### src/rtl/seq_det_pkg.sv
// Shared definitions for the parametrised serial pattern detector:
// default pattern, fill-state encoding and the masked pattern compare.
package seq_det_pkg;

    // Widest pattern the detector supports; compares are done at this width.
    localparam int MAX_PAT_W = 32;

    // Pattern loaded at reset; the top zero-extends or truncates it to PAT_W.
    localparam logic [MAX_PAT_W-1:0] DEF_RST_PAT = 32'b1001;

    // FILLING: fewer than PAT_W fresh bits seen, no match possible.
    // ARMED:   a full window of fresh bits is present, every valid bit is compared.
    typedef enum logic {
        FILLING = 1'b0,
        ARMED   = 1'b1
    } fill_state_e;

    // True when every bit selected by mask agrees between data and pat.
    // Callers zero-extend narrower operands; unused upper bits are masked off.
    function automatic logic masked_eq(
        input logic [MAX_PAT_W-1:0] data,
        input logic [MAX_PAT_W-1:0] pat,
        input logic [MAX_PAT_W-1:0] mask
    );
        return ((data ^ pat) & mask) == '0;
    endfunction

endpackage

### src/rtl/seq_detect_param_pulse_stretch.sv
// Retriggerable pulse stretcher: a trigger loads HOLD into a down-counter and
// the output is high while the counter is non-zero.
module pulse_stretch #(
    parameter int HOLD = 4
) (
    input  logic clk,
    input  logic rst_,
    input  logic trig,
    output logic out
);

    localparam int CW = $clog2(HOLD + 1);
    localparam logic [CW-1:0] HOLD_VAL = CW'(HOLD);

    logic [CW-1:0] cnt_q, cnt_d;
    logic          out_q, out_d;

    // Reload on trigger, otherwise count down toward zero every clock.
    always_comb begin
        // NOTE: every combinational output gets a default first so no path
        // leaves it unassigned, which would otherwise infer a latch.
        cnt_d = cnt_q;
        if (trig) begin
            cnt_d = HOLD_VAL;
        end else if (cnt_q != '0) begin
            cnt_d = cnt_q - CW'(1);
        end
        out_d = (cnt_d != '0);
    end

    // Counter and registered output flag, synchronously cleared.
    always_ff @(posedge clk) begin
        // NOTE: sequential state uses non-blocking assignments so every
        // register samples the pre-edge values, independent of statement order.
        if (rst_) begin
            cnt_q <= '0;
            out_q <= 1'b0;
        end else begin
            cnt_q <= cnt_d;
            out_q <= out_d;
        end
    end

    assign out = out_q;

endmodule

### src/rtl/seq_detect_param.sv
// Parametrised serial pattern detector. Shifts qualified serial bits into a
// window, compares against a loadable masked pattern, and reports each match
// as a one-cycle pulse, a stretched flag and a saturating hit count.
module seq_detect_param
    import seq_det_pkg::*;
#(
    parameter int               PAT_W   = 4,
    parameter int               HOLD    = 4,
    parameter int               CNT_W   = 8,
    parameter logic [PAT_W-1:0] RST_PAT = PAT_W'(DEF_RST_PAT)
) (
    input  logic             clk,
    input  logic             rst_,
    input  logic             din,
    input  logic             din_valid,
    input  logic             cfg_load,
    input  logic [PAT_W-1:0] cfg_pat,
    input  logic [PAT_W-1:0] cfg_mask,
    input  logic             ovlp,
    input  logic             cnt_clr,
    output logic             hit,
    output logic             find_out,
    output logic [CNT_W-1:0] hit_cnt
);

    // The fill counter only runs while FILLING, so it never needs to hold PAT_W.
    localparam int               FILL_W    = $clog2(PAT_W);
    localparam logic [FILL_W-1:0] FILL_LAST = FILL_W'(PAT_W - 1);

    fill_state_e       state_q, state_d;
    logic [FILL_W-1:0] fill_q, fill_d;
    logic [PAT_W-1:0]  sr_q, sr_d;
    logic [PAT_W-1:0]  pat_q, pat_d;
    logic [PAT_W-1:0]  mask_q, mask_d;
    logic [CNT_W-1:0]  cnt_q, cnt_d;
    logic              hit_q;

    logic [PAT_W-1:0]  shift_val;
    logic              window_full;
    logic              match;

    // Shift register, fill tracking, config load and match decision.
    always_comb begin
        sr_d        = sr_q;
        fill_d      = fill_q;
        state_d     = state_q;
        pat_d       = pat_q;
        mask_d      = mask_q;
        match       = 1'b0;
        shift_val   = {sr_q[PAT_W-2:0], din};
        // The incoming bit completes the window when already armed or when
        // it is the last bit needed to fill it.
        window_full = (state_q == ARMED) || (fill_q == FILL_LAST);

        if (cfg_load) begin
            // Loading wins over data: the bit is dropped and the window refills.
            pat_d   = cfg_pat;
            mask_d  = cfg_mask;
            fill_d  = '0;
            state_d = FILLING;
        end else if (din_valid) begin
            sr_d  = shift_val;
            match = window_full &&
                    masked_eq(MAX_PAT_W'(shift_val), MAX_PAT_W'(pat_q), MAX_PAT_W'(mask_q));
            if (match && !ovlp) begin
                // Non-overlapping: the next match needs a full set of fresh bits.
                fill_d  = '0;
                state_d = FILLING;
            end else if (window_full) begin
                fill_d  = '0;
                state_d = ARMED;
            end else begin
                fill_d  = fill_q + FILL_W'(1);
            end
        end
    end

    // Saturating hit counter; a clear coincident with a match leaves 1.
    always_comb begin
        cnt_d = cnt_q;
        if (cnt_clr) begin
            cnt_d = match ? CNT_W'(1) : '0;
        end else if (match && (cnt_q != '1)) begin
            cnt_d = cnt_q + CNT_W'(1);
        end
    end

    // All detector state registers with synchronous active-high reset.
    always_ff @(posedge clk) begin
        if (rst_) begin
            state_q <= FILLING;
            fill_q  <= '0;
            sr_q    <= '0;
            pat_q   <= RST_PAT;
            mask_q  <= '1;
            cnt_q   <= '0;
            hit_q   <= 1'b0;
        end else begin
            state_q <= state_d;
            fill_q  <= fill_d;
            sr_q    <= sr_d;
            pat_q   <= pat_d;
            mask_q  <= mask_d;
            cnt_q   <= cnt_d;
            hit_q   <= match;
        end
    end

    pulse_stretch #(
        .HOLD (HOLD)
    ) u_stretch (
        .clk  (clk),
        .rst_ (rst_),
        .trig (match),
        .out  (find_out)
    );

    assign hit     = hit_q;
    assign hit_cnt = cnt_q;

endmodule
### config.mk
export PLATFORM = sky130hd
export DESIGN_NAME = seq_detect_param
export DESIGN_NICKNAME = d
export VERILOG_FILES = /design/src/rtl/seq_det_pkg.sv /design/src/rtl/seq_detect_param_pulse_stretch.sv /design/src/rtl/seq_detect_param.sv
export SDC_FILE = /design/constraint.sdc
export NUM_CORES = 1
export LEC_CHECK = 0
export ABC_AREA = 1
export CAP_MARGIN = 20
export CORE_AREA = 8 8 73 75
export CTS_CLUSTER_DIAMETER = 80
export DETAILED_ROUTE_END_ITERATION = 12
export DIE_AREA = 0 0 81 83
export HOLD_SLACK_MARGIN = 0.12
export PLACE_DENSITY = 0.57
export SLEW_MARGIN = 20
export SYNTH_ARGS = -nofsm -noshare
export SYNTH_HDL_FRONTEND = slang
export SYNTH_HIERARCHICAL = 1
export SYNTH_SLANG_ARGS = --single-unit
### constraint.sdc
create_clock -name clk -period 1.5 [get_ports clk]
set_input_delay 0.15 -clock clk [delete_from_list [all_inputs] [get_ports clk]]
set_output_delay 0.15 -clock clk [all_outputs]
set_load 0.005 [all_outputs]
==> impl_metrics.toml <==
# physical design summary
[synth]
synth-seq-cells = 27
yosys.cell_types.count = 29
synth-area-yosys_sq_mm = 0.00140
yosysSeqAreaShare_pct = 38.7
synthSimpleGateAreaFrac_pct = 38.2
syn_area_sq_mm = 0.00140
dominant_combinational_cell_family_by_area_after_synthesis = "simple AND/OR/NAND/NOR gates"
yosysWarningCount = 6
net_count_after_synthesis = 206
ys_sh_aoi_pct = 9.14

[setup_path]
cp_cell_sequence = "clkdlybuf4s50_1"
r2r_slack_ps = 90
rr_endpoint = "hit_cnt[5]"
critical_path_fanouts_max = 5
setup.worst_path.end_class = "output pin"
critical_path_class = "reg2out"
critPathLaunch = "hit_cnt[7]"
depth_of_the_worst_register_to_register_path = 8
cell_at_the_slowest_stage_of_the_critical_path = "sky130_fd_sc_hd__clkdlybuf4s50_1"
regToRegStartpoint = "fill_q[0]"
path_buffers = 1

[sta]
grt_setup_unrepaired = "true"
max_slew_margin_pct = 64.6
timing.final.hold_violations = 0
finalCriticalPeriod_ps = 1440

[grt]
gr-total-overflow = 0

[placement]
detailed_place_hpwl_mm = 2.35
port_buffers = 24

[hold_path]
timing.hold.worst_endpoint = "mask_q[2]"
worst_hold_path_type = "in2reg"
min-delay-start = "cfg_mask[2]"

[final_layout]
area.combinational_sq_um = 752
post_synthesis_to_final_layout_area_growth_pct = 34.0
finalNetCount = 246
area.sequential_sq_um = 546

[outcome]
result_of_the_run = "finished, final reports clean"

[floorplanning]
floorplan.die_area_sq_mm = 0.00672
core_util_floorplan_pct = 33.2
die_w_um = 81
top_level_ports = 25

[power]
total_leakage_power_nw = 0.841
comb_power_share_pct = 22.9
power.internal_w = 0.00114
power-per-cell-area_mw_per_mm2 = 861
switching_power_w = 0.000470

[detailed_routing]
dr_wl_met2_mm = 1.38
routed_via_density = 4.44
route.final.wire_length_mm = 3.09
drt_first_pass_iters = 4
routed-via-count = 1229
highest-signal-layer = "met4"
post_drt_wl_per_cell_um = 11.1

[clocking]
cts.reportedPaths.clkPinSlew_ps = 100
cts.htree.levels = 1

[job]
drv_cap = 0
-- power groups by stage --
stage	logic (W)	registers, W	clock network, W
detailed placement	0.000372	0.000827	0
CTS	0.000375	0.000811	0.000444
floorplan	0.000249	0.000822	0
global route	0.000423	0.000818	0.000457
global placement	0.000375	0.000825	0
finish	0.000369	0.000810	0.000433
-- metrics by stage --
step	setup WS, ps	utilization, %	cells	cell area (sq um)	hold slack, ps
5_1_grt	-9.47	44.5	277	1870	470
2_1_floorplan	134	-	186	1400	222
6_report	59.0	44.5	277	1870	442
3_5_place_dp	-107	41.8	269	1760	464
3_3_place_gp	-68.7	41.8	269	1760	457
4_1_cts	24.7	42.9	273	1800	438
-- area by class of cell --
type | count | share of cell area, %
clock inverter | 1 | 0.268
tap | 52 | 3.48
timing repair buffer | 37 | 18.3
clock buffer | 3 | 2.21
sequential | 27 | 29.2
multi-input combinational | 125 | 40.2
inverter | 32 | 6.42
-- sequential cells by signal (all words and copies together) (netlist names), 2 cells and up --
signal	count
fill_q	2
pat_q	4
u_stretch/cnt_q	3
hit_cnt	8
sr_q	3
mask_q	4
-- repair_timing --
item,4_1_cts,5_1_grt
endpoints found under the setup margin,0,10
hold buffers,0,0
gates resized,0,12
buffers inserted,0,4
-- per-layer routing --
layer,track usage (%),vias up
met5,0,-
li1,-,673
met4,3.41,0
met3,2.16,4
met1,12.0,538
met2,13.9,14
-- cell usage after synthesis, drive strengths merged --
cell	number	area, sq um
or2	2	12.5
ha	5	62.6
a21boi	1	11.3
nand3b	1	7.51
nand2	44	180
nor3	5	47.5
a21oi	8	40.0
dfxtp	27	541
nand3	16	133
clkinv	2	7.51
a21o	1	7.51
nor2	23	115
nand4	6	37.5
o21ai	13	68.8
buf	2	12.5
inv	30	113
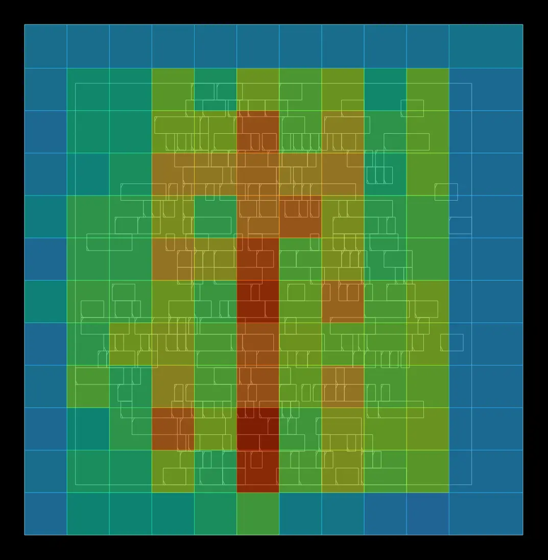
Figure 1: congestion heat map.
global-route layer with the greatest usage: met2
post-route core utilization: 44.5%

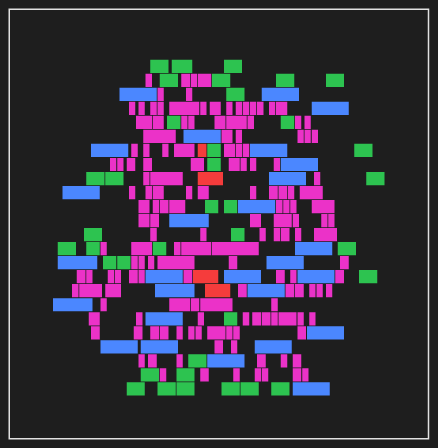
Figure 2: cells coloured by class.
legend:
  remaining buffers and delay cells:
    colour: green
    cells: 37
    share_of_their_area: 19%
  remaining logic cells:
    colour: magenta
    cells: 157
    share_of_their_area: 48%
  registers:
    colour: blue
    cells: 27
    share_of_their_area: 30%
  clock drivers and dummy loads:
    colour: red
    cells: 4
    share_of_their_area: 2.6%
placeable core area: 0.00420 sq mm
post-route cell area: 0.00187 sq mm
number of placement rows: 24
flip-flop and latch share of the layout cell area: 29.2%

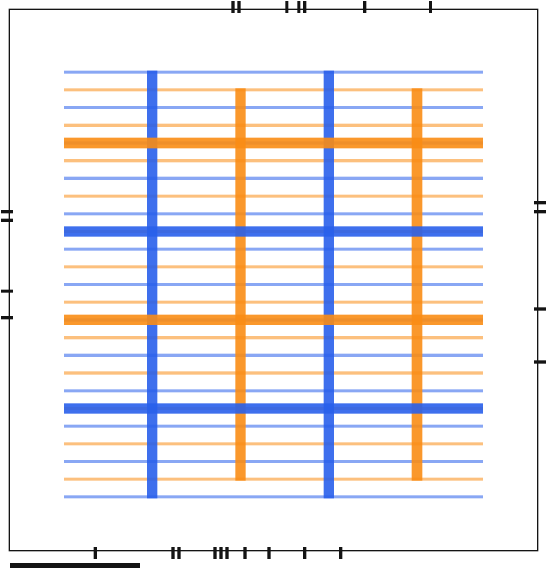
Figure 3: power grid.
Bar = 20 um. Pins as bars on the die edge.
legend:
  VDD:
    colour: orange
  VSS:
    colour: blue
met4 straps: 4
met1 rails: 25
met5 straps: 4
signal pins: 25
rows: 24
maximum vdd ir drop: 0.359 mV
die extent in y: 83 um

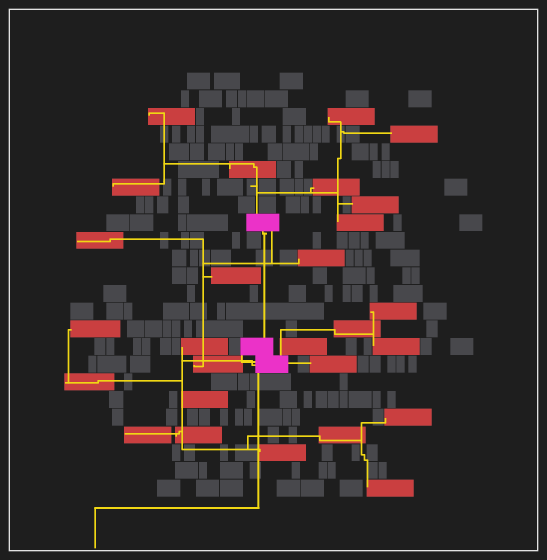
Figure 4: routed clock nets over the placement.
legend:
  flip-flops:
    colour: red
    count: 27
  clock wires:
    colour: yellow
    length: 384 um
  clock-net drivers:
    colour: magenta
    count: 3
routed clock nets: 4
power in the clock group: 0.000433 W
worst-case clock skew: 6.81 ps
clock latency of the later-clocked register in the worst-skew pair: 280 ps
proportion of power drawn by the clock network: 26.8%

No activity file was given, so power comes from the tool's default toggle rates.
